Wiring heat map:
Bar = 100 um. The die is cut into 22 by 22 equal tiles; dark purple is low, yellow is high, scaled to the fullest tile. Values are wire area over tile area, all layers added.
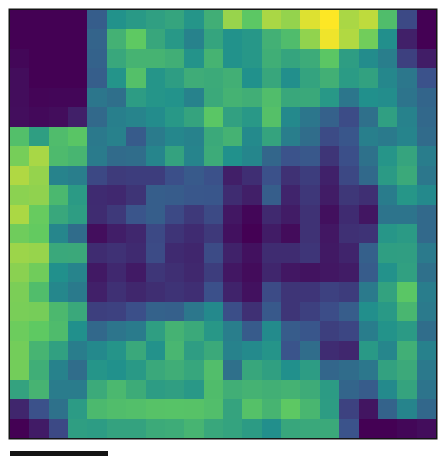
Signal wires on met4:
Bar = 100 um. Supply wires on this layer in gray.
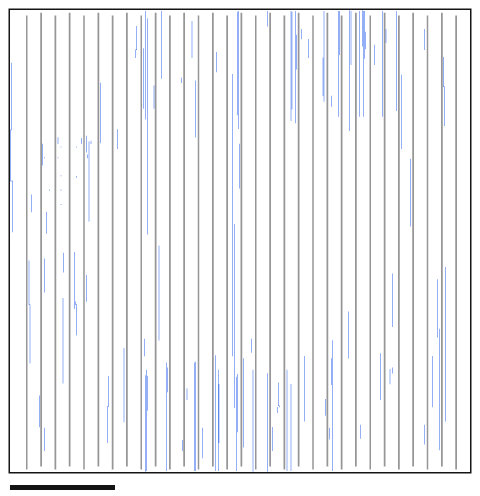
Clock wires, drivers and flops:
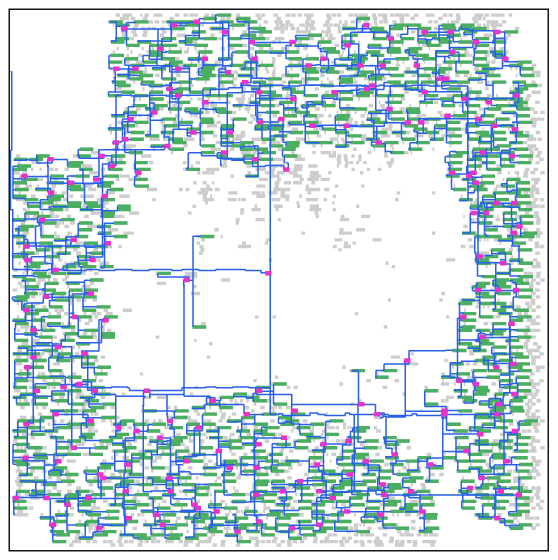
$ cat config.mk
export PLATFORM = sky130hd
export DESIGN_NAME = reg_bank_writer_flat
export DESIGN_NICKNAME = d
export VERILOG_FILES = /design/src/rtl/reg_bank_writer_if.sv /design/src/rtl/reg_bank_writer.sv /design/src/flat_wrapper.sv
export SDC_FILE = /design/constraint.sdc
export NUM_CORES = 1
export LEC_CHECK = 0
export CORE_AREA = 2 2 434 436
export CTS_BUF_LIST = sky130_fd_sc_hd__clkbuf_4 sky130_fd_sc_hd__clkbuf_8
export CTS_CLUSTER_SIZE = 14
export DETAILED_ROUTE_END_ITERATION = 8
export DIE_AREA = 0 0 436 438
export PLACE_DENSITY = 0.43
export SYNTH_ARGS = -nofsm -noshare
export SYNTH_HDL_FRONTEND = slang
export SYNTH_SLANG_ARGS = --single-unit
export TNS_END_PERCENT = 1
$ cat constraint.sdc
create_clock -name clk -period 4.7 [get_ports clk]
set_input_delay 1.175 -clock clk [delete_from_list [all_inputs] [get_ports clk]]
set_output_delay 1.175 -clock clk [all_outputs]
set_load 0.005 [all_outputs]
$ cat src/rtl/reg_bank_writer_if.sv
// Write-request bus between the datapath and the register-bank writer.
//
// Handshake: the requester raises wr_valid with wr_addr/wr_data and holds all
// three stable until a rising edge where wr_valid & wr_ready are both high;
// that edge is the transfer. wr_ready never depends on wr_valid.
interface reg_bank_writer_if #(
    parameter int DATA_WIDTH = 32
) ();
    logic                  wr_valid;
    logic                  wr_ready;
    logic [4:0]            wr_addr;
    logic [DATA_WIDTH-1:0] wr_data;

    modport master (
        output wr_valid,
        output wr_addr,
        output wr_data,
        input  wr_ready
    );

    modport slave (
        input  wr_valid,
        input  wr_addr,
        input  wr_data,
        output wr_ready
    );
endinterface

$ cat src/rtl/reg_bank_writer.sv
// Register-bank write side: an in-order write queue feeding a 32-entry
// register array. One queued write retires per cycle while commit_en is high.
// reg_q shows committed data only; pending_mask flags registers that still
// have writes in flight so control can stall reads of them.
module reg_bank_writer #(
    parameter int DATA_WIDTH   = 32,
    parameter int DEPTH        = 2,
    parameter bit R0_HARDWIRED = 1'b1
) (
    input  logic                         clk,
    input  logic                         clr,
    reg_bank_writer_if.slave             wr_bus,
    input  logic                         commit_en,
    output logic [32*DATA_WIDTH-1:0]     reg_q,
    output logic [31:0]                  pending_mask,
    output logic [$clog2(DEPTH):0]       count,
    output logic                         busy
);

    localparam int NUM_REGS = 32;
    localparam int PTR_W    = $clog2(DEPTH);
    localparam int CNT_W    = PTR_W + 1;

    // Queue storage and bookkeeping
    logic [4:0]            r_q_addr [DEPTH];
    logic [DATA_WIDTH-1:0] r_q_data [DEPTH];
    logic [PTR_W-1:0]      r_wr_ptr;
    logic [PTR_W-1:0]      r_rd_ptr;
    logic [CNT_W-1:0]      r_count;

    // Architectural register array
    logic [DATA_WIDTH-1:0] r_regs [NUM_REGS];

    // Handshake / retire decode
    logic                  w_full;
    logic                  w_ready;
    logic                  w_accept;
    logic                  w_commit;
    logic [4:0]            w_head_addr;
    logic [DATA_WIDTH-1:0] w_head_data;
    logic                  w_head_writable;

    // Per-slot occupancy
    logic [PTR_W-1:0]      w_offset [DEPTH];
    logic [DEPTH-1:0]      w_slot_valid;
    logic [31:0]           w_pending;

    assign w_full   = (r_count == CNT_W'(DEPTH));
    // No pass-through when full: a same-cycle commit does not open a slot
    // until the following cycle, which keeps ready off the commit path.
    assign w_ready  = ~clr & ~w_full;
    assign w_accept = wr_bus.wr_valid & w_ready;
    assign w_commit = commit_en & (r_count != '0) & ~clr;

    assign w_head_addr = r_q_addr[r_rd_ptr];
    assign w_head_data = r_q_data[r_rd_ptr];
    // A hardwired R0 still consumes a slot and a commit cycle; only the
    // array update is suppressed.
    assign w_head_writable = ~(R0_HARDWIRED && (w_head_addr == 5'd0));

    assign wr_bus.wr_ready = w_ready;

    // Capture accepted requests at the write pointer; contents need no reset
    // because the occupancy logic ignores slots outside the live window.
    always_ff @(posedge clk) begin
        if (w_accept) begin
            r_q_addr[r_wr_ptr] <= wr_bus.wr_addr;
            r_q_data[r_wr_ptr] <= wr_bus.wr_data;
        end
    end

    // Pointers and occupancy count; DEPTH is a power of two so the pointers
    // wrap naturally at their width.
    always_ff @(posedge clk) begin
        if (clr) begin
            r_wr_ptr <= '0;
            r_rd_ptr <= '0;
            r_count  <= '0;
        end else begin
            if (w_accept) begin
                r_wr_ptr <= r_wr_ptr + PTR_W'(1);
            end
            if (w_commit) begin
                r_rd_ptr <= r_rd_ptr + PTR_W'(1);
            end
            unique case ({w_accept, w_commit})
                2'b10:   r_count <= r_count + CNT_W'(1);
                2'b01:   r_count <= r_count - CNT_W'(1);
                default: r_count <= r_count;
            endcase
        end
    end

    // Retire the queue head into the register array.
    always_ff @(posedge clk) begin
        if (clr) begin
            for (int i = 0; i < NUM_REGS; i++) begin
                r_regs[i] <= '0;
            end
        end else if (w_commit && w_head_writable) begin
            r_regs[w_head_addr] <= w_head_data;
        end
    end

    // A slot is live when its distance from the read pointer is below count.
    for (genvar g = 0; g < DEPTH; g++) begin : g_slot
        assign w_offset[g]     = PTR_W'(g) - r_rd_ptr;
        assign w_slot_valid[g] = ({1'b0, w_offset[g]} < r_count);
    end

    // OR the one-hot destination of every live slot; depends on queue state
    // only, never on this cycle's request or commit_en.
    always_comb begin
        w_pending = '0;
        for (int i = 0; i < DEPTH; i++) begin
            if (w_slot_valid[i]) begin
                w_pending[r_q_addr[i]] = 1'b1;
            end
        end
        if (R0_HARDWIRED) begin
            w_pending[0] = 1'b0;
        end
    end

    // Flatten the register array for the bus-read multiplexer.
    for (genvar g = 0; g < NUM_REGS; g++) begin : g_flat
        assign reg_q[g*DATA_WIDTH +: DATA_WIDTH] = r_regs[g];
    end

    assign pending_mask = w_pending;
    assign count        = r_count;
    assign busy         = (r_count != '0);

endmodule
$ cat src/flat_wrapper.sv
// flat-port wrapper written by rule: the top's interface ports become plain ports
module reg_bank_writer_flat 
#(
    parameter int DATA_WIDTH   = 32,
    parameter int DEPTH        = 2,
    parameter bit R0_HARDWIRED = 1'b1
)
  (clk, clr, commit_en, reg_q, pending_mask, count, busy, wr_bus_wr_valid, wr_bus_wr_addr, wr_bus_wr_data, wr_bus_wr_ready);
  reg_bank_writer_if #(.DATA_WIDTH(DATA_WIDTH)) wr_bus_i ();
  input  logic clk;
  input  logic clr;
  input  logic commit_en;
  output logic [32*DATA_WIDTH-1:0] reg_q;
  output logic [31:0] pending_mask;
  output logic [$clog2(DEPTH):0] count;
  output logic busy;
  input wire logic [$bits(wr_bus_i.wr_valid)-1:0] wr_bus_wr_valid;
  input wire logic [$bits(wr_bus_i.wr_addr)-1:0] wr_bus_wr_addr;
  input wire logic [$bits(wr_bus_i.wr_data)-1:0] wr_bus_wr_data;
  output wire logic [$bits(wr_bus_i.wr_ready)-1:0] wr_bus_wr_ready;
  assign wr_bus_i.wr_valid = wr_bus_wr_valid;
  assign wr_bus_i.wr_addr = wr_bus_wr_addr;
  assign wr_bus_i.wr_data = wr_bus_wr_data;
  assign wr_bus_wr_ready = wr_bus_i.wr_ready;
  reg_bank_writer #(.DATA_WIDTH(DATA_WIDTH), .DEPTH(DEPTH), .R0_HARDWIRED(R0_HARDWIRED)) u_core (.clk(clk), .clr(clr), .wr_bus(wr_bus_i), .commit_en(commit_en), .reg_q(reg_q), .pending_mask(pending_mask), .count(count), .busy(busy));
endmodule
==> impl_metrics.env <==
# physical design summary
export IMPL_grt_max_degree=72
export IMPL_worstPathArrival_ps=3410
export IMPL_synth_compound_area_share_pct=1.78
export IMPL_setup_ws_ps=115
export IMPL_cts_tree="yes"
export IMPL_drt_vias_per_instance=4.43
export IMPL_layout_nonclk_buf_share_pct=20.4
export IMPL_diodes=16
export IMPL_dp_hpwl_um=139000
export IMPL_critPathMaxFanout=13
export IMPL_ctsHtreeMaxLevel=4
export IMPL_numSynthFlops=1103
export IMPL_stdcell_count=6502
export IMPL_num_tap_cells=2495
export IMPL_logic_gates=1293
export IMPL_firstDrtPassIters=8
export IMPL_vdd_drop_max_mv=0.292
export IMPL_ys_top_logic_family="simple AND/OR/NAND/NOR gates"
export IMPL_maxCapViolations=0
export IMPL_ant_nets=0
export IMPL_lay_top_cells="1098 x clkdlybuf4s50_1, 1098 x edfxtp_1, 519 x nor2_1"
export IMPL_slew_viol_final=0
export IMPL_largestClassByArea="sequential cells"
export IMPL_die_area_um2=191000
export IMPL_routed_wl_met2_um=100000
export IMPL_ys_sh_mux_pct=0.882
export IMPL_power_uw=23000
export IMPL_cts_resized=0
export IMPL_startpoint_type="flop"
export IMPL_gr_usage_met3_pct=6.04
export IMPL_coreArea_um2=187000
export IMPL_run_status="complete, no violations"
export IMPL_top_usage_layer="met2"
export IMPL_met2_usage_pct=35.0
export IMPL_placed_area_um2=55900
export IMPL_initial_utilization_pct=22.0
export IMPL_inverters=5
export IMPL_sh_comb_area_pct=12.6
export IMPL_grt_pass1_vias=28700
export IMPL_area_combinational_um2=7520
export IMPL_use_met1_pct=25.2
export IMPL_synthArstFlopShare_pct=0
export IMPL_clock_root_buffer="clkbuf_8"
export IMPL_synth_edff_count=1098
export IMPL_dr_wl_met3_um=15200
export IMPL_cts_setup_buffers=1
export IMPL_top_cells_by_area="edfxtp_1 80%, nor3_1 5.3%, nor2_1 4.7%, clkbuf_1 2.1%, nor3_2 1.2%"
export IMPL_seq_area_um2=33100
Notes on 'wiring heat map' above:
tiles over half the peak = 42%
nearly empty tiles = 5.4%
densest ninth of the die = top center
mean over tiles = 0.17
Total GRT Usage: 20.7%
via count: 28800
WL/cell: 31.2 um

Notes on 'signal wires on met4' above:
share of all routed wire = 3.1%
nets with wire on the layer = 73
wire length on this layer = 6200 um
longest straight run = 267 um
WL final: 203000 um

Notes on 'clock wires, drivers and flops' above:
cells driving clock nets -> magenta  # count 199
flip-flops -> green  # count 1103
clock wires -> blue  # length 17500 um
flops lie = widely spread
routed clock nets = 200

path summary, 6_finish.rpt:
check,cells past startpoint,start,to
worst max register to register,3,flop,u_core.r_regs[21][28]
worst max-delay path,3,u_core.r_q_addr[0][3],pending_mask[21]
worst min register to register,2,u_core.r_wr_ptr,u_core.r_wr_ptr
worst min-delay path,2,u_core.r_wr_ptr,u_core.r_wr_ptr
sequential cells by signal (all words and copies together) (netlist names), named ones only:
signal and count:
u_core.count 2, u_core.r_q_addr 10, u_core.r_q_data 64, u_core.r_rd_ptr 1, u_core.r_regs 1024, u_core.r_wr_ptr 1
power by group:
part	switching, uW	leakage, uW	internal [uW]
sequential	172	0.0113	11200
clock	4330	0.00202	4800
combinational	1680	0.00594	874
total	6180	0.0192	16800
No activity file was given, so power comes from the tool's default toggle rates.
